===== src/rtl/rt_fixed_pkg.sv =====
// Shared Q12.12 fixed-point types and helpers for the ray/AABB slab pipeline.
// Used by the divider wrapper, the slab issue stage and the interval reducer.
package rt_fixed_pkg;

   localparam int DATA_W = 24;
   localparam int FRAC_W = 12;

   typedef logic signed [DATA_W-1:0] fix_t;

   localparam fix_t FIX_ONE = 24'sh001000;
   localparam fix_t FIX_MAX = 24'sh7FFFFF;

   typedef enum logic [1:0] {
      AX_X = 2'd0,
      AX_Y = 2'd1,
      AX_Z = 2'd2
   } axis_e;

   typedef enum logic {
      S_IDLE    = 1'b0,
      S_COLLECT = 1'b1
   } collect_state_e;

   // tz1 occupies slot 5; a beat stored there completes the ray
   localparam logic [2:0] LAST_BEAT = 3'd5;

   function automatic fix_t fix_min(input fix_t a, input fix_t b);
      return (a < b) ? a : b;
   endfunction

   function automatic fix_t fix_max(input fix_t a, input fix_t b);
      return (a > b) ? a : b;
   endfunction

endpackage


===== src/rtl/slab_minmax2.sv =====
// Combinational signed min/max of one axis' pair of slab distances.
module slab_minmax2
   import rt_fixed_pkg::*;
(
   input  logic signed [DATA_W-1:0] a,
   input  logic signed [DATA_W-1:0] b,
   output logic signed [DATA_W-1:0] mn,
   output logic signed [DATA_W-1:0] mx
);

   logic a_lt_b_s;

   assign a_lt_b_s = (a < b);
   assign mn       = a_lt_b_s ? a : b;
   assign mx       = a_lt_b_s ? b : a;

endmodule


===== src/rtl/slab_interval_reduce.sv =====
// Collects six slab distances per ray, reduces them to (tnear, tfar, hit) and
// presents the result on a valid/ready port with a single holding register.
module slab_interval_reduce
   import rt_fixed_pkg::*;
#(
   parameter int   ID_W  = 8,
   parameter fix_t T_MAX = FIX_MAX
)
(
   input  logic              clk,
   input  logic              rst,
   input  logic              in_tvalid,
   input  logic              in_first,
   input  logic [ID_W-1:0]   in_id,
   input  logic [DATA_W-1:0] in_result,
   output logic              out_valid,
   input  logic              out_ready,
   output logic [ID_W-1:0]   out_id,
   output logic [DATA_W-1:0] out_tnear,
   output logic [DATA_W-1:0] out_tfar,
   output logic              out_hit,
   output logic              err_resync,
   output logic              err_overflow
);

   collect_state_e  state_r, state_nxt_s;
   logic [2:0]      beat_cnt_r;
   fix_t            slot_r [0:5];
   logic [ID_W-1:0] id_r;
   logic            reduce_v_r;

   logic            start_s, store_s, done_s, resync_s;

   fix_t            mn_x_s, mx_x_s, mn_y_s, mx_y_s, mn_z_s, mx_z_s;
   fix_t            tnear_s, tfar_s;

   logic            red_v_r;
   fix_t            red_tnear_r, red_tfar_r;
   logic [ID_W-1:0] red_id_r;
   logic            load_s;

   assign start_s = in_tvalid & in_first;

   // Collect FSM state register
   always_ff @(posedge clk or posedge rst) begin
      if (rst) state_r <= S_IDLE;
      else     state_r <= state_nxt_s;
   end

   // Collect FSM next-state logic; a first beat always (re)starts a ray
   always_comb begin
      state_nxt_s = state_r;
      case (state_r)
         S_IDLE: begin
            if (start_s) state_nxt_s = S_COLLECT;
            else         state_nxt_s = S_IDLE;
         end
         S_COLLECT: begin
            if (start_s)                                      state_nxt_s = S_COLLECT;
            else if (in_tvalid && (beat_cnt_r == LAST_BEAT)) state_nxt_s = S_IDLE;
            else                                              state_nxt_s = S_COLLECT;
         end
         default: state_nxt_s = S_IDLE;
      endcase
   end

   // Collect FSM control outputs
   always_comb begin
      store_s  = 1'b0;
      done_s   = 1'b0;
      resync_s = 1'b0;
      case (state_r)
         S_IDLE: begin
            if (in_tvalid && !in_first) resync_s = 1'b1;
            else                        resync_s = 1'b0;
         end
         S_COLLECT: begin
            if (start_s) begin
               resync_s = 1'b1;
            end else if (in_tvalid) begin
               store_s = 1'b1;
               done_s  = (beat_cnt_r == LAST_BEAT);
            end else begin
               store_s = 1'b0;
            end
         end
         default: resync_s = 1'b0;
      endcase
   end

   // Slot registers, beat counter and ray tag
   always_ff @(posedge clk or posedge rst) begin
      if (rst) begin
         beat_cnt_r <= 3'd0;
         id_r       <= '0;
         reduce_v_r <= 1'b0;
         err_resync <= 1'b0;
         for (int i = 0; i < 6; i++) slot_r[i] <= '0;
      end else begin
         reduce_v_r <= done_s;
         err_resync <= resync_s;
         if (start_s) begin
            slot_r[0]  <= fix_t'(in_result);
            id_r       <= in_id;
            beat_cnt_r <= 3'd1;
         end else if (store_s) begin
            for (int i = 1; i < 6; i++)
               if (beat_cnt_r == 3'(i)) slot_r[i] <= fix_t'(in_result);
            beat_cnt_r <= done_s ? 3'd0 : beat_cnt_r + 3'd1;
         end
      end
   end

   slab_minmax2 u_mm_x (.a(slot_r[0]), .b(slot_r[1]), .mn(mn_x_s), .mx(mx_x_s));
   slab_minmax2 u_mm_y (.a(slot_r[2]), .b(slot_r[3]), .mn(mn_y_s), .mx(mx_y_s));
   slab_minmax2 u_mm_z (.a(slot_r[4]), .b(slot_r[5]), .mn(mn_z_s), .mx(mx_z_s));

   assign tnear_s = fix_max(fix_max(mn_x_s, mn_y_s), mn_z_s);
   assign tfar_s  = fix_min(fix_min(fix_min(mx_x_s, mx_y_s), mx_z_s), T_MAX);

   // Reduce stage; slots may be refilled by the next ray on this same edge
   always_ff @(posedge clk or posedge rst) begin
      if (rst) begin
         red_v_r     <= 1'b0;
         red_tnear_r <= '0;
         red_tfar_r  <= '0;
         red_id_r    <= '0;
      end else begin
         red_v_r <= reduce_v_r;
         if (reduce_v_r) begin
            red_tnear_r <= tnear_s;
            red_tfar_r  <= tfar_s;
            red_id_r    <= id_r;
         end
      end
   end

   assign load_s = red_v_r & (~out_valid | out_ready);

   // Output holding register; a result arriving while stalled is dropped
   always_ff @(posedge clk or posedge rst) begin
      if (rst) begin
         out_valid    <= 1'b0;
         out_id       <= '0;
         out_tnear    <= '0;
         out_tfar     <= '0;
         out_hit      <= 1'b0;
         err_overflow <= 1'b0;
      end else begin
         if (load_s) begin
            out_valid <= 1'b1;
            out_id    <= red_id_r;
            out_tnear <= red_tnear_r;
            out_tfar  <= red_tfar_r;
            out_hit   <= (red_tnear_r <= red_tfar_r) && !red_tfar_r[DATA_W-1];
         end else if (out_ready) begin
            out_valid <= 1'b0;
         end
         if (red_v_r && out_valid && !out_ready) err_overflow <= 1'b1;
      end
   end

endmodule


===== config.mk =====
export PLATFORM = sky130hd
export DESIGN_NAME = slab_interval_reduce
export DESIGN_NICKNAME = d
export VERILOG_FILES = /design/src/rtl/rt_fixed_pkg.sv /design/src/rtl/slab_minmax2.sv /design/src/rtl/slab_interval_reduce.sv
export SDC_FILE = /design/constraint.sdc
export NUM_CORES = 1
export LEC_CHECK = 0
export CAP_MARGIN = 40
export CORE_MARGIN = 4
export CORE_UTILIZATION = 40
export CTS_CLUSTER_SIZE = 20
export DETAILED_ROUTE_END_ITERATION = 16
export GPL_TIMING_DRIVEN = 0
export SETUP_SLACK_MARGIN = 0.5
export SLEW_MARGIN = 30
export SYNTH_ARGS = -nofsm -noshare
export SYNTH_HDL_FRONTEND = slang
export SYNTH_HIERARCHICAL = 1
export SYNTH_SLANG_ARGS = --single-unit

===== constraint.sdc =====
create_clock -name clk -period 16.5 [get_ports clk]
set_input_delay 4.95 -clock clk [delete_from_list [all_inputs] [get_ports clk]]
set_output_delay 4.95 -clock clk [all_outputs]
set_load 0.03 [all_outputs]

==> results.tsv <==
metric	value	unit
grt_pass1_wl	112100	µm
startpoint	slot_r[143]	
synth.most_common_cell	nand2_1	
status	complete, no violations	
yosysCellCount	2387	
critPathCaptureType	flop	
cts_hold_buffers	0	
period_minus_slack	8.375	ns
async_flop_share	100.0	%
portBuffers	96	
final_hold_viol_count	0	
post_synth_ao_oa_area_fraction	20.93	%
h-tree-depth	2	
via_per_inst	5.820	
syn_area	0.02129	mm²
tns	0	ns
clock_path_buffers	3	
crit_path_top_delay_cell	nor4_2	
n_antenna_cell	0	
synth_cell_types	71	
yosys.area.top_type	dfrtp_1	
slew_violations	0	
dp_hpwl	59340	µm
dr_total_vias	18850	
cp_data_arrival_time	8.82	ns
syn_to_final_growth	14.51	%
drc	0	
place_congestion	1.009	
dr.pass1.iters	6	
cp_max_fo	10	
setup_viol	0	
edf_count	0	
drive_above_1_share	14.43	%
[kinds of logic (layout without fill, tap and decap cells)]
family / after synthesis / count (layout)
adder cells (fa/ha/maj): 192 / 192
AND/OR/NAND/NOR: 779 / 779
multiplexers: 188 / 188
flip-flops: 274 / 274
XOR/XNOR: 1 / 1
buffers and inverters: 351 / 515
AND-OR/OR-AND: 602 / 602
[layout make-up]
| type | count | area, µm² |
|---|---|---|
| plain buffers | 155 | 858.3 |
| clock buffers | 45 | 912.1 |
| clock inverters | 16 | 205.2 |
| fillers | 5074 | 28270 |
| inverters | 196 | 743.2 |
| multi-input cells | 1762 | 12840 |
| flip-flops and latches | 274 | 6857 |
| well taps | 688 | 860.8 |
| repair buffers | 103 | 1105 |
[flip-flops by register name (all words and copies together) (netlist names), 8 cells and up]
signal / flops
id_r: 8
out_id: 8
out_tfar: 24
out_tnear: 24
red_id_r: 8
red_tfar_r: 24
red_tnear_r: 24
slot_r: 144
[layer usage]
metal	up-vias	part of all wire, %
met4	0	4.0
met5	-	0
li1	8851	-
met2	618	48
met3	136	5.6
met1	9247	42
[how the worst max path moves through the flow]
stage / endpoint / cells after the start
after floorplan: beat_cnt_r[0] / 1
after global placement: slot_r[77] / 2
after detailed placement: red_tnear_r[3] / 29
after CTS: red_tnear_r[3] / 29
after global routing: red_tnear_r[12] / 26
final: red_tnear_r[3] / 26
[cell usage in the layout (no fill, tap or decap), drive strengths merged, types with 3 or more instances in the layout]
| master | synthesis | final |
|---|---|---|
| clkbuf | 84 | 129 |
| bufinv | 0 | 3 |
| o211ai | 142 | 142 |
| a311oi | 6 | 6 |
| a211oi | 31 | 31 |
| a311o | 52 | 52 |
| o211a | 24 | 24 |
| a31oi | 7 | 7 |
| dfrtp | 274 | 274 |
| and2 | 144 | 144 |
| nor2 | 122 | 122 |
| nand2 | 309 | 309 |
| nand4 | 30 | 30 |
| o21a | 7 | 7 |
| clkinv | 1 | 10 |
| buf | 71 | 78 |
| nand3 | 32 | 32 |
| clkdlybuf4s50 | 0 | 96 |
| o31ai | 3 | 3 |
| a21oi | 51 | 51 |
| or2 | 5 | 5 |
| o2bb2ai | 3 | 3 |
| o22ai | 140 | 140 |
| mux2 | 186 | 186 |
| nand2b | 6 | 6 |
| nor4 | 7 | 7 |
| and3 | 5 | 5 |
| nor2b | 107 | 107 |
| o21ai | 79 | 79 |
| o311ai | 4 | 4 |
| ha | 192 | 192 |
| a21o | 34 | 34 |
| nor3 | 3 | 3 |
| inv | 195 | 197 |
| a211o | 3 | 3 |
| and4 | 4 | 4 |
[stage by stage]
step           setup WS, ns  utilization, %  area, µm²  std cells
2_1_floorplan         3.998               -      21290       2387
3_3_place_gp         0.4711           43.90      23120       3171
3_5_place_dp          8.236           44.19      23270       3178
4_1_cts               8.230           46.31      24380       3239
5_1_grt               7.680           46.31      24380       3239
6_report              8.125           46.31      24380       3239
Figure 1. Routed clock nets over the placement.
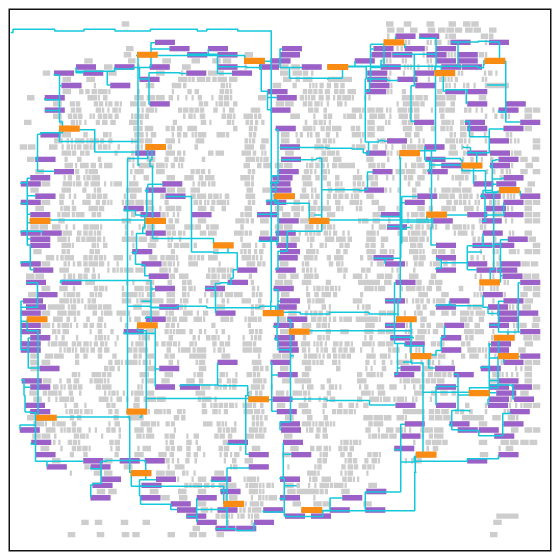
[cyan] clock wires | length: 4,630 µm
[orange] clock drivers | count: 34
[purple] flip-flops | count: 274
routed clock nets: 35
clock skew: 0.02635 ns

Figure 2. Cells by drive strength.
Scale bar: 50 µm.
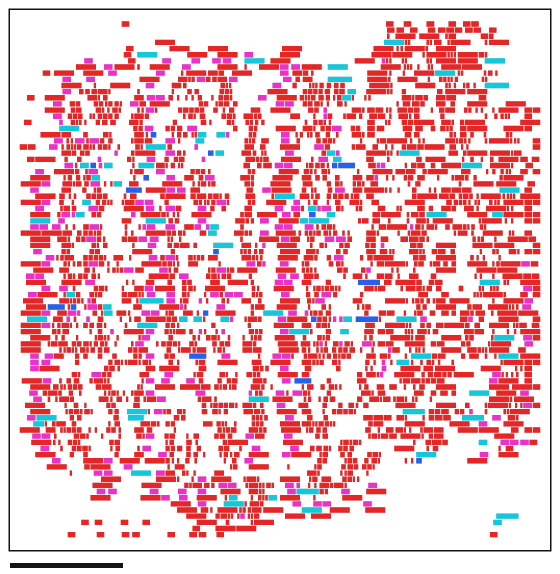
| colour | size | cells |
|---|---|---|
| blue | _3 and _4 cells | 18 |
| cyan | _6 and larger | 77 |
| red | _0 and _1 cells | 2,183 |
| magenta | _2 cells | 273 |

Figure 3. Clock wiring as the flow saved it.
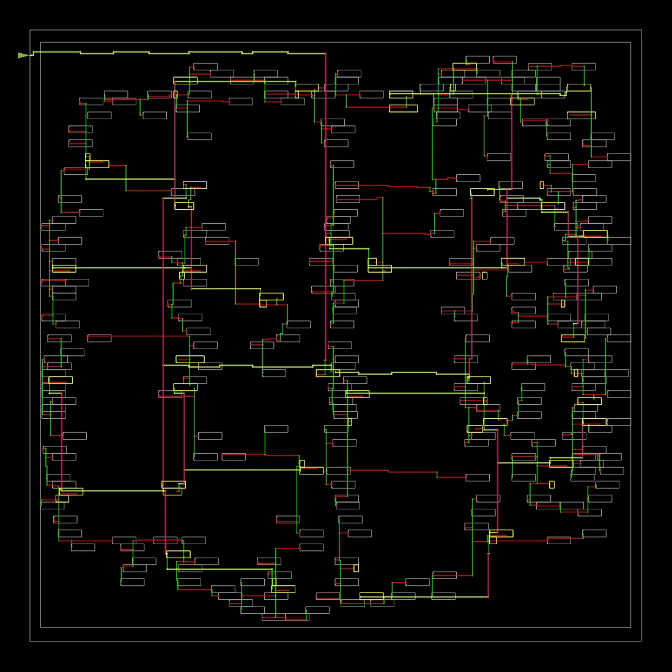
clk_lat worst skew: 0.58 ns
total CTS buffers: 34
clk sinks: 274
# clk buffers: 45

